File: src/rtl/counter_seq_checker_sat_counter.sv
// Saturating up-counter with synchronous clear; clear beats increment.
module sat_counter #(
  parameter int ERR_W = 8
) (
  input  logic             clk_i,
  input  logic             rst_ni,
  input  logic             clr_i,
  input  logic             inc_i,
  output logic [ERR_W-1:0] cnt_o
);

  logic [ERR_W-1:0] cnt_q;

  always_ff @(posedge clk_i or negedge rst_ni) begin
    if (!rst_ni) begin
      cnt_q <= '0;
    end else if (clr_i) begin
      cnt_q <= '0;
    end else if (inc_i && (cnt_q != {ERR_W{1'b1}})) begin
      cnt_q <= cnt_q + ERR_W'(1);
    end
  end

  assign cnt_o = cnt_q;

endmodule

File: config.mk
export PLATFORM = sky130hd
export DESIGN_NAME = sat_counter
export DESIGN_NICKNAME = d
export VERILOG_FILES = /design/src/rtl/counter_seq_checker_sat_counter.sv
export SDC_FILE = /design/constraint.sdc
export NUM_CORES = 1
export LEC_CHECK = 0
export CAP_MARGIN = 5
export CORE_MARGIN = 2
export CORE_UTILIZATION = 35
export CTS_BUF_LIST = sky130_fd_sc_hd__clkbuf_8
export CTS_CLUSTER_DIAMETER = 150
export CTS_CLUSTER_SIZE = 12
export DETAILED_ROUTE_END_ITERATION = 7
export PLACE_DENSITY_LB_ADDON = 0.15
export SLEW_MARGIN = 25
export SYNTH_ARGS = -nofsm -noshare
export SYNTH_HDL_FRONTEND = slang
export SYNTH_SLANG_ARGS = --single-unit
File: constraint.sdc
create_clock -name clk_i -period 1.8 [get_ports clk_i]
set_clock_uncertainty 0.1 [all_clocks]
set_input_delay 0.36 -clock clk_i [delete_from_list [all_inputs] [get_ports clk_i]]
set_output_delay 0.36 -clock clk_i [all_outputs]
set_load 0.03 [all_outputs]
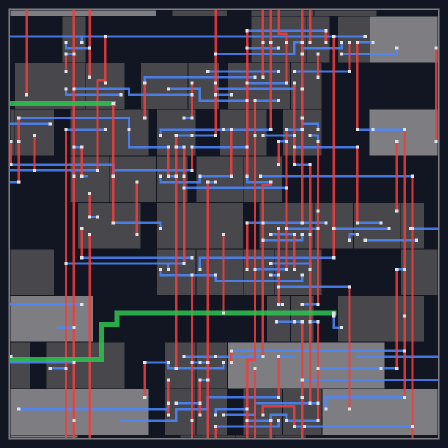
Fig. 1. A small window of the routed layout (run 1).
Region (8, 8) to (33, 33) um. Cells in grey, sequential cells in the stronger grey; small squares are vias.
colour	layer
green	met3
blue	met1
red	met2
cells with their middle in the window	46
sequential cells in the window	4
netlist names of flops here include	cnt_o (4)
most frequent	buf_4 (4)

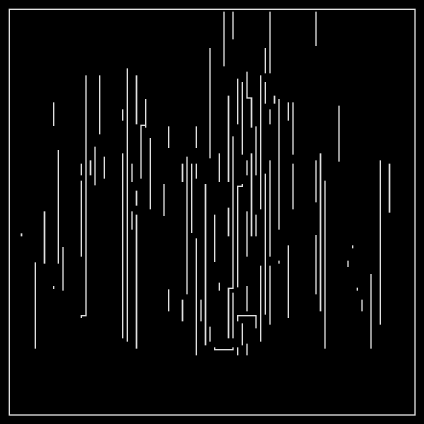
Fig. 2. Metal 2 (run 1).
Scale: 10 px per um.
nets with wire on the layer	59
longest straight run	27.2 um
wire length on this layer	527 um
total wire length: 1050 um
GRT met2 Usage: 24.6%

==> out/qor.csv, run 1 <==
stage;metric;value;unit
run_status;status;finished, final reports clean;
final_layout;logic_gate_count;37;
floorplan;die-area;1630;sq um
synth;yosysSeqAreaShare;43.1;%
power;swShare;23.4;%
floorplan;pin_count;12;
power;combPwrFrac;11.3;%
final_layout;buf_share;21.9;%
drt;drtIter0Drc;3;
floorplan;rows;13;
final_layout;n_clock_buffer;3;
clock_tree;cts_made_buffers;3;
synth;syn_inst;49;
clock_tree;tritoncts;yes;
critical_path;cp.depth;1;
placed_design;port_buffers;11;
critical_path;crit_slowest_cell;clkdlybuf4s50_1;
critical_path;crit_chain;clkdlybuf4s50_1;
global_route;grt_pass1_wl;1640;um
drt;dr.pass1.iters;2;
power;cellLeakagePower;0.351;nW
critical_path;timing.reg2reg.setup_slack;0.10;ns
run;maxCapViolCount;0;
final_layout;seqCellArea;203;sq um
hold_path;hp-class;in2async;
sta;drv_slew;0;
final_layout;largest_register_ffs;8;
critical_path;r2r_end;cnt_o[0]$_DFFE_PN0P_;
final_layout;largest_cell_class;multi-input combinational cells;
critical_path;r2r_start;cnt_o[0]$_DFFE_PN0P_;
synth;ys_cells;49;
critical_path;arrival;1.30;ns
power;switching_power;109;uW
final_layout;sh_comb_area;37.1;%
clock_tree;ctsHtreeMaxLevel;1;
synth;synth_flops;8;
final_layout;seq_area_share;30.3;%
synth;yosys_area;464;sq um
synth;top_logic_kind;simple AND/OR/NAND/NOR gates;
floorplan;die-width;40.4;um
synth;syn_nets;54;
critical_path;worstPathRequired;1.34;ns
global_route;grt_pass1_vias;366;
global_route;grt_start_max_net_pins;9;
clock_tree;ctsHoldBuffers;0;
sta;final-setup-viol-count;0;
critical_path;crit_path_end;cnt_o[6];
critical_path;crit_family;buffers and inverters;
sta;tns;0;ns
critical_path;critPathMaxStageDelay;0.69;ns
clock_tree;ctsResizeCount;3;
clock_tree;root_buffer;clkbuf_8;
global_route;grt_overflow;0;
power;seqPwrFrac;41.0;%
synth;ys_sh_adder;2.70;%
sta;slew_headroom;75.5;%
drt;via_per_inst;5.36;
synth;ys_warn_count;0;
final_layout;lay_top_count;dfrtp_1;
synth;aoi_share;12.7;%
synth;netlist_area;464;sq um
power;p_int;359;uW
floorplan;die_height;40.4;um
final_layout;syn2layout_area_growth;43.9;%
critical_path;critPathLaunchType;flip-flop;
clock_tree;clock_sinks;8;
critical_path;cp_max_fo;5;
final_layout;nNetsFinal;72;
sta;worst_slew_pin_slew;0.358;ns
floorplan;tap-cell-count;15;
synth;ys_sh_simple;31.0;%
synth;avgSynthCellArea;9.47;sq um
power;powerDensity;701;nW/um^2
critical_path;cp_num_buf_inv;1;
critical_path;reg2reg_depth;4;
synth;top_area_share;43.1;%
clock_tree;clk_path_buf_depth;2;
sta;hold_viol_final;0;
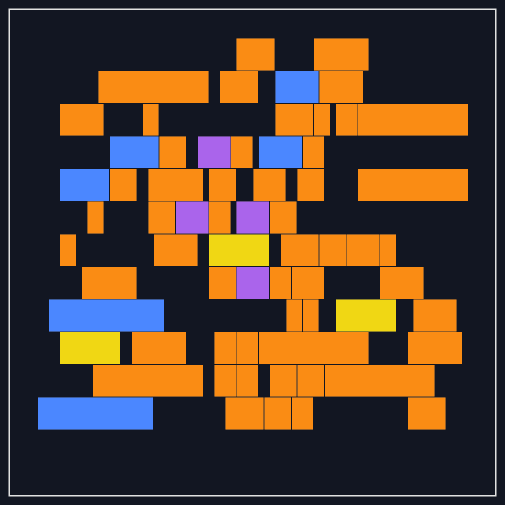
Fig. 3. Sizing map (run 1).
Scale: 12 px per um.
colour	size	cells	share
orange	drive 1 or less	53	80%
yellow	drive 6 and up	3	4.5%
purple	drive 3 to 4	4	6.1%
blue	drive 2	6	9.1%
Design Area, Final: 668 sq um
Final Worst Setup Slack: 0.0397 ns
Non-clk bufs: 15

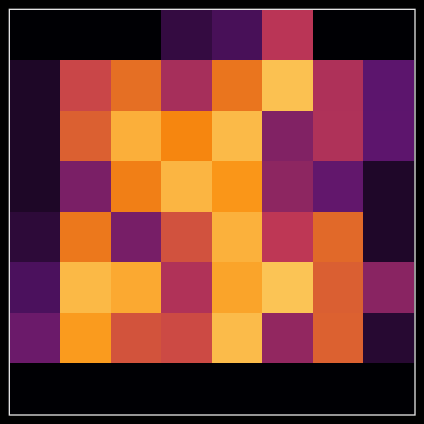
Fig. 4. Cell density map (run 1).
Scale: 10 px per um. The die is cut into 8 by 8 equal tiles; black is low, pale yellow is high, 0 to 100% covered.
mean over tiles	40%
tiles over 75% full	19%
fullest tile	87%
nearly empty tiles	20%
densest ninth of the die	middle
utilization after layout: 52.7%
Pre-Place Util: 36.6%

[run 1: layer usage]
metal / routed length [um] / up-vias / GRT usage, %
met5: 0 / - / 0
met4: 0 / 0 / 5.00
met3: 69 / 0 / 8.33
met2: 526 / 11 / 24.6
met1: 450 / 209 / 18.9
li1: - / 214 / -
[run 1: cell usage after synthesis (all sizes together)]
| library cell | instances |
|---|---|
| and4 | 2 |
| o21ai | 1 |
| a31oi | 1 |
| a41oi | 1 |
| ha | 1 |
| a21oi | 3 |
| nor2b | 3 |
| clkbuf | 1 |
| nand3 | 3 |
| nand2 | 2 |
| nand2b | 3 |
| nor4 | 1 |
| dfrtp | 8 |
| a211oi | 1 |
| nor3 | 4 |
| nand4 | 1 |
| a2111oi | 1 |
| and3 | 1 |
| mux2i | 1 |
| nor2 | 2 |
| buf | 1 |
| a21boi | 1 |
| inv | 2 |
| or3 | 1 |
| mux2 | 2 |
| nor3b | 1 |
[run 1: power by group through the flow]
stage | logic [mW] | registers (mW) | clock network (mW)
2_1_floorplan | 0.0183 | 0.202 | 0
3_3_place_gp | 0.0539 | 0.195 | 0
3_5_place_dp | 0.0545 | 0.195 | 0
4_1_cts | 0.0548 | 0.192 | 0.228
5_1_grt | 0.0582 | 0.193 | 0.241
6_report | 0.0530 | 0.192 | 0.223
[run 1: through the flow]
step           area [sq um]  hold WS, ns  std cells  setup slack (ns)  total power, mW
2_1_floorplan           467      -0.0356         49            0.0143            0.221
3_3_place_gp            617        0.492         77           0.00411            0.249
3_5_place_dp            617        0.500         77           -0.0359            0.249
4_1_cts                 658        0.331         81           0.00720            0.475
5_1_grt                 668        0.343         81           0.00126            0.492
6_report                668        0.322         81            0.0397            0.468
--- run 2 (diff from run 1) ---
--- a/config.mk
+++ b/config.mk
@@ -6,12 +6,13 @@
 export NUM_CORES = 1
 export LEC_CHECK = 0
 export CAP_MARGIN = 5
-export CORE_MARGIN = 2
-export CORE_UTILIZATION = 35
+export CORE_AREA = 2 2 39 41
 export CTS_BUF_LIST = sky130_fd_sc_hd__clkbuf_8
 export CTS_CLUSTER_DIAMETER = 150
 export CTS_CLUSTER_SIZE = 12
 export DETAILED_ROUTE_END_ITERATION = 7
+export DIE_AREA = 0 0 41 43
+export GPL_ROUTABILITY_DRIVEN = 0
 export PLACE_DENSITY_LB_ADDON = 0.15
 export SLEW_MARGIN = 25
 export SYNTH_ARGS = -nofsm -noshare
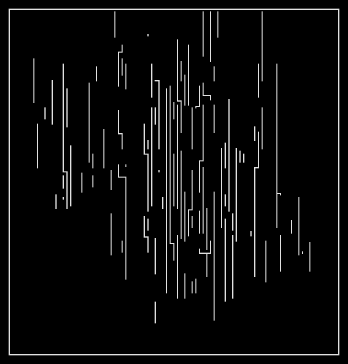
Fig. 5. Metal 2 (run 2).
Scale: 8 px per um.
wire length on this layer	532 um
nets with wire on the layer	61
total wire length: 1140 um
GRT met2 Usage: 21.6%
vias: 443

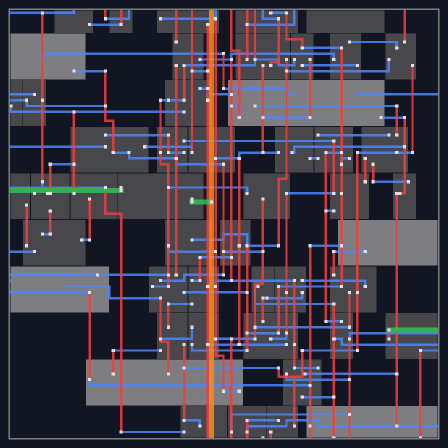
Fig. 6. A small window of the routed layout (run 2).
Region (8, 9) to (33, 34) um. Cells in grey, sequential cells in the stronger grey; small squares are vias.
colour	layer
orange	met4
blue	met1
red	met2
green	met3
sequential cells in the window	5
cells with their middle in the window	42
most frequent	buf_4 (5), nor3_1 (4), dfrtp_1 (4)
netlist names of flops here include	cnt_o (5)

==> run 2 against run 1 <==
Critical path depth unchanged. Setup slack got worse by 0.023 ns. Sequential power about the same. Non-clock buffer count increased by 1. Critical path type unchanged. Sequential share of layout area decreased by 0.11 points. Clock-buffer cell count unchanged. Register-to-register slack improved by 0.02 ns. Cell count increased by 1.2%.
==> out/qor.csv, run 2 <==
stage;metric;value;unit;change
floorplan;die-width;41;um;+1.4%
final_layout;lay_top_count;dfrtp_1;;
floorplan;die_height;43;um;+6.4%
critical_path;r2r_start;cnt_o[0]$_DFFE_PN0P_;;
critical_path;worstPathRequired;1.34;ns;about the same
critical_path;cp_max_fo;6;;+1
synth;syn_nets;54;;unchanged
sta;hold_viol_final;0;;unchanged
critical_path;cp_num_buf_inv;1;;unchanged
synth;yosysSeqAreaShare;43.1;%;unchanged
run;maxCapViolCount;0;;unchanged
critical_path;r2r_end;cnt_o[0]$_DFFE_PN0P_;;
floorplan;core-area;1380;sq um;
synth;netlist_area;464;sq um;unchanged
floorplan;pin_count;12;;unchanged
critical_path;crit_path_end;cnt_o[0];;
critical_path;timing.reg2reg.setup_slack;0.12;ns;+0.02 ns
critical_path;crit_chain;clkdlybuf4s50_1;;
clock_tree;clock_sinks;8;;unchanged
clock_tree;tritoncts;yes;;
critical_path;reg2reg_depth;4;;unchanged
clock_tree;ctsHtreeMaxLevel;1;;unchanged
final_layout;final_cells;82;;+1.2%
synth;edf_count;0;;unchanged
drt;via_per_inst;5.40;;+0.83%
clock_tree;cts_made_buffers;3;;unchanged
global_route;grt_pass1_vias;418;;+14%
placed_design;dp_cells;79;;+2.6%
placed_design;port_buffers;11;;unchanged
synth;synth_flops;8;;unchanged
synth;yosys_area;464;sq um;unchanged
critical_path;critPathLaunchType;flip-flop;;
drt;drtIter0Drc;8;;+5
floorplan;fp_util;33.5;%;-3.0 points
final_layout;nNetsFinal;73;;+1.4%
placed_design;preCtsSetupSlack;-0.0634;ns;-0.0275 ns
floorplan;rows;14;;+1
global_route;grt_overflow;0;;unchanged
clock_tree;root_buffer;clkbuf_8;;
run_status;status;finished, final reports clean;;
power;cellLeakagePower;0.339;nW;-3.4%
synth;syn_inst;49;;unchanged
placed_design;place_area;626;sq um;+1.4%
sta;slew_headroom;73.3;%;-2.2 points
synth;yosys_most_used_dff;dfrtp_1;;
global_route;grt_start_max_net_pins;9;;unchanged
synth;ys_async_sr_fraction;100;%;unchanged
synth;ys_warn_count;0;;unchanged
critical_path;arrival;1.32;ns;+0.02 ns
final_layout;fin_area;671;sq um;+0.37%
synth;avgSynthCellArea;9.47;sq um;unchanged
drt;dr.pass1.iters;3;;+1
sta;worst_slew_pin_slew;0.390;ns;+0.0318 ns
synth;top_area_share;43.1;%;unchanged
sta;final-setup-viol-count;0;;unchanged
synth;most_common_cell;dfrtp_1;;
critical_path;crit_slowest_cell;clkdlybuf4s50_1;;
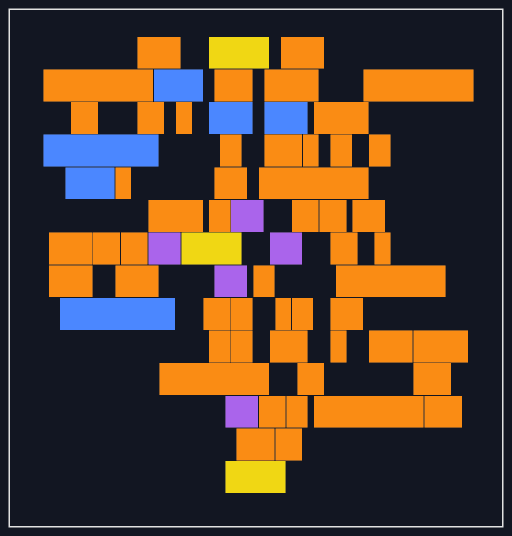
Fig. 7. Sizing map (run 2).
Scale: 12 px per um.
colour	size	cells	share
purple	drive 3 to 4	5	7.6%
blue	drive 2	6	9.1%
orange	drive 1 or less	52	79%
yellow	drive 6 and up	3	4.5%
area grow syn2layout: 44.5%
Final Worst Setup Slack: 0.0165 ns

==> run 2: cell types whose count changed in the layout (fill, tap and decap cells not counted) <==
cell             delta
clkdlybuf4s50_1     +1
dlymetal6s2s_1      -1
buf_4               +1
inv_1               -1
==> run 2: area by class of cell <==
cell class                 instances  area [sq um]
fill                             139           713
timing repair buffer              16           151
sequential                         8           203
multi-input combinational         37           248
inverter                           2          7.51
clock buffer                       3          41.3
tap                               16          20.0
==> run 2: cells by family after synthesis <==
logic type | after synthesis | synth area share (%)
adders and majority gates | 1 | 2.69
buffers and inverters | 4 | 3.50
AOI/OAI and AO/OA | 9 | 12.7
DFF | 8 | 43.1
and+or+nand+nor | 24 | 31.0
muxes | 3 | 7.01
==> run 2: per-layer routing <==
metal  routed length [um]  GRT usage [%]  vias up
met5                    0              0        -
met4                   41           12.0        0
met3                   54           3.14        5
met2                  531           21.6       10
met1                  509           20.8      212
li1                     -              -      216
==> run 2: timing repair <==
action / CTS / global route
setup endpoints to repair: 3 / 3
resized: 3 / 3
pin swaps: 0 / 0
==> run 2: power breakdown <==
group          internal (mW)  switching, mW  total [mW]
clock network          0.146         0.0782       0.224
logic                 0.0267         0.0275      0.0543
registers              0.186        0.00656       0.192
total                  0.358          0.112       0.470
==> run 2: metrics by stage <==
stage,hold slack [ns],utilization [%]
floorplan,-0.0356,-
global placement,0.491,45.2
detailed placement,0.487,45.2
CTS,0.327,47.9
global route,0.362,48.5
finish,0.314,48.5
--- run 3 (diff from run 2) ---
--- a/config.mk
+++ b/config.mk
@@ -5,10 +5,9 @@
 export SDC_FILE = /design/constraint.sdc
 export NUM_CORES = 1
 export LEC_CHECK = 0
-export CAP_MARGIN = 5
+export CAP_MARGIN = 10
 export CORE_AREA = 2 2 39 41
 export CTS_BUF_LIST = sky130_fd_sc_hd__clkbuf_8
-export CTS_CLUSTER_DIAMETER = 150
 export CTS_CLUSTER_SIZE = 12
 export DETAILED_ROUTE_END_ITERATION = 7
 export DIE_AREA = 0 0 41 43
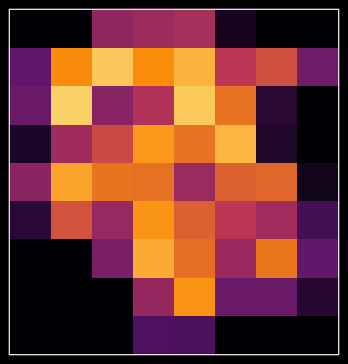
Fig. 8. Cell density map (run 3).
Scale: 8 px per um. The die is cut into 8 by 9 equal tiles; black is low, pale yellow is high, 0 to 100% covered.
mean over tiles	37%
fullest tile	90%
nearly empty tiles	24%
Pre-Place Util: 33.5%
utilization after layout: 48.5%

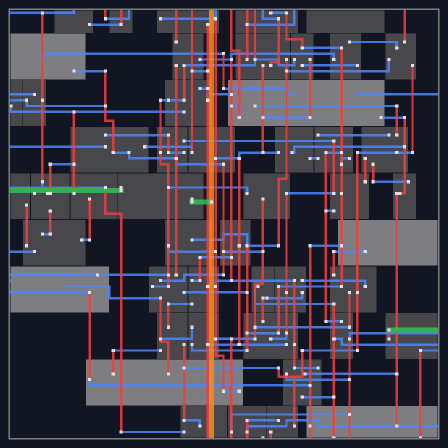
Fig. 9. A small window of the routed layout (run 3).
Region (8, 9) to (33, 34) um. Cells in grey, sequential cells in the stronger grey; small squares are vias.
colour	layer
blue	met1
green	met3
orange	met4
red	met2
netlist names of flops here include	cnt_o (5)
sequential cells in the window	5
cells with their middle in the window	42
most frequent	buf_4 (5), nor3_1 (4), dfrtp_1 (4)

==> run 3 against run 2 <==
Clock-buffer cell count unchanged. Cell count unchanged. Critical path depth unchanged. Hold slack unchanged. Synthesized cell count stayed put. Sequential power is essentially flat. Setup slack did not move. Utilization unchanged. First-iteration DRC count is the same. Largest power group unchanged.
==> out/qor.csv, run 3 <==
stage;metric;value;unit;change
run_status;status;finished, final reports clean;;
synth;topCellsByArea;dfrtp_1 43%, mux2_2 4.9%, nor3_1 4.3%;;
drt;drtIter0Drc;8;;unchanged
global_route;grt_pass1_wl;1810;um;
sta;rsz0062_at_grt;no;;
power;peakVddDrop;0.363;mV;
clock_tree;tritoncts;yes;;
global_route;grt_start_max_net_pins;9;;unchanged
clock_tree;ctsHtreeMaxLevel;1;;unchanged
power;total_power;470;uW;
floorplan;rows;14;;unchanged
critical_path;worstPathRequired;1.34;ns;about the same
clock_tree;clock_sinks;8;;unchanged
sta;tns;0;ns;
floorplan;pin_count;12;;unchanged
drt;ant_nets;0;;
sta;fin_crit_sh;99.1;%;
sta;hold_viol_final;0;;unchanged
sta;drv_slew;0;;
critical_path;arrival;1.32;ns;about the same
drt;wirelength;1140;um;unchanged
final_layout;final_cells;82;;unchanged
placed_design;port_buffers;11;;unchanged
synth;syn_nets;54;;unchanged
drt;m1WireLength;509;um;unchanged
synth;ys_cells;49;;
drt;dr_wl_met3;54;um;unchanged
critical_path;crit_path_end_kind;output port;;
global_route;antenna_found_initial;0;;
synth;ys_warn_count;0;;unchanged
critical_path;crit_slowest_cell;clkdlybuf4s50_1;;
placed_design;place.detailed.hpwl;809;um;
floorplan;die-width;41;um;unchanged
synth;yosys_most_used_dff;dfrtp_1;;
critical_path;cp_max_fo;6;;unchanged
synth;synth_flops;8;;unchanged
final_layout;lay_top_count;dfrtp_1;;
run;maxCapViolCount;0;;unchanged
synth;yosysSeqAreaShare;43.1;%;unchanged
floorplan;core-area;1380;sq um;unchanged
sta;slew_headroom;73.3;%;unchanged
synth;syn_inst;49;;unchanged
drt;via_per_inst;5.40;;unchanged
synth;avgSynthCellArea;9.47;sq um;unchanged
synth;top_area_share;43.1;%;unchanged
floorplan;die_height;43;um;unchanged
power;cellLeakagePower;0.339;nW;unchanged
synth;netlist_area;464;sq um;unchanged
global_route;grt_pass1_vias;418;;unchanged
synth;yosys_area;464;sq um;unchanged
sta;fin_ws;0.0165;ns;unchanged
final_layout;fin_area;671;sq um;unchanged
synth;ys_async_sr_fraction;100;%;unchanged
synth;synth_top_cell_by_area;dfrtp_1;;
synth;edf_count;0;;unchanged
global_route;grt_overflow;0;;unchanged
critical_path;worstSetupPathType;reg2out;;
drt;top_layer;met4;;
sta;fin_hold_ws;0.314;ns;unchanged
hold_path;hp-class;in2async;;
critical_path;crit_chain;clkdlybuf4s50_1;;
floorplan;die-area;1760;sq um;
global_route;grt_usage;15.8;%;
final_layout;most-common-layout-cells;6 x dfrtp_1, 5 x clkdlybuf4s50_1, 5 x buf_4;;
clock_tree;cts_made_buffers;3;;unchanged
run;warnings;26;;
drt;wl_met2;531;um;unchanged
drt;dr.pass1.iters;3;;unchanged
final_layout;syn2layout_area_growth;44.5;%;unchanged
critical_path;cp_num_buf_inv;1;;unchanged
synth;yosys-top-cells-count;8 x dfrtp_1, 4 x nor3_1, 3 x a21oi_1, 3 x nand2b_1, 3 x nor2b_1;;
final_layout;nNetsFinal;73;;unchanged
clock_tree;root_buffer;clkbuf_8;;
synth;most_common_cell;dfrtp_1;;
placed_design;preCtsSetupSlack;-0.0634;ns;unchanged
critical_path;crit_family;buffers and inverters;;
drt;num_vias;443;;unchanged
sta;worst_slew_pin_slew;0.390;ns;unchanged
synth;ys_types;28;;
placed_design;dp_cells;79;;unchanged
sta;final-setup-viol-count;0;;unchanged
placed_design;place_area;626;sq um;unchanged
critical_path;critPathLaunchType;flip-flop;;
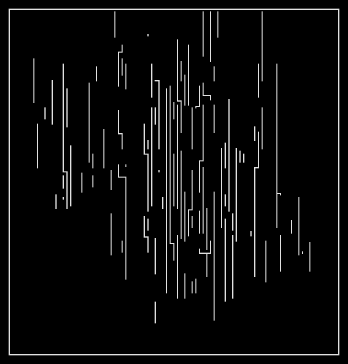
Fig. 10. Metal 2 (run 3).
Scale: 8 px per um.
wire length on this layer	532 um
longest straight run	25.5 um

## run 3: cell counts in the layout (fill, tap and decap cells not counted)
No cell type changed its count.
## run 3: where the power goes
group	total [mW]	switching, mW	internal, mW
combinational	0.0543	0.0275	0.0267
clock	0.224	0.0782	0.146
sequential	0.192	0.00656	0.186
## run 3: repair_timing
item	CTS	global route
setup endpoints to repair	3	3
gates resized	3	3
pin swaps	0	0
## run 3: path summary, 6_finish.rpt
path / startpoint / endpoint / slack [ns] / cells after the start
max: cnt_o[0]$_DFFE_PN0P_ / cnt_o[0] / 0.02 / 1
min: rst_ni / cnt_o[4]$_DFFE_PN0P_ / 0.31 / 1
max reg2reg: cnt_o[0]$_DFFE_PN0P_ / cnt_o[0]$_DFFE_PN0P_ / 0.12 / 4
min reg2reg: cnt_o[7]$_DFFE_PN0P_ / cnt_o[7]$_DFFE_PN0P_ / 0.49 / 2
max in group asynchronous: rst_ni / cnt_o[1]$_DFFE_PN0P_ / 0.99 / 1
min in group clk_i: cnt_o[7]$_DFFE_PN0P_ / cnt_o[7]$_DFFE_PN0P_ / 0.49 / 2
## run 3: logic make-up (layout without fill, tap and decap cells)
family	Yosys count	in the layout	share of synthesized area, %
flip-flops	8	8	43.1
adder cells (fa/ha/maj)	1	1	2.69
AND/OR/NAND/NOR	24	24	31.0
multiplexers	3	3	7.01
AND-OR/OR-AND	9	9	12.7
buffers and inverters	4	21	3.50
## run 3: cell type report
class / instances / area, sq um
Fill cell: 139 / 713
Sequential cell: 8 / 203
Tap cell: 16 / 20.0
Timing Repair Buffer: 16 / 151
Clock buffer: 3 / 41.3
Multi-Input combinational cell: 37 / 248
Inverter: 2 / 7.51
## run 3: per-layer routing
layer	vias up	track usage (%)
met4	0	12.0
met3	5	3.14
li1	216	-
met2	10	21.6
met1	212	20.8
met5	-	0
Power and IR drop assume default switching activity.
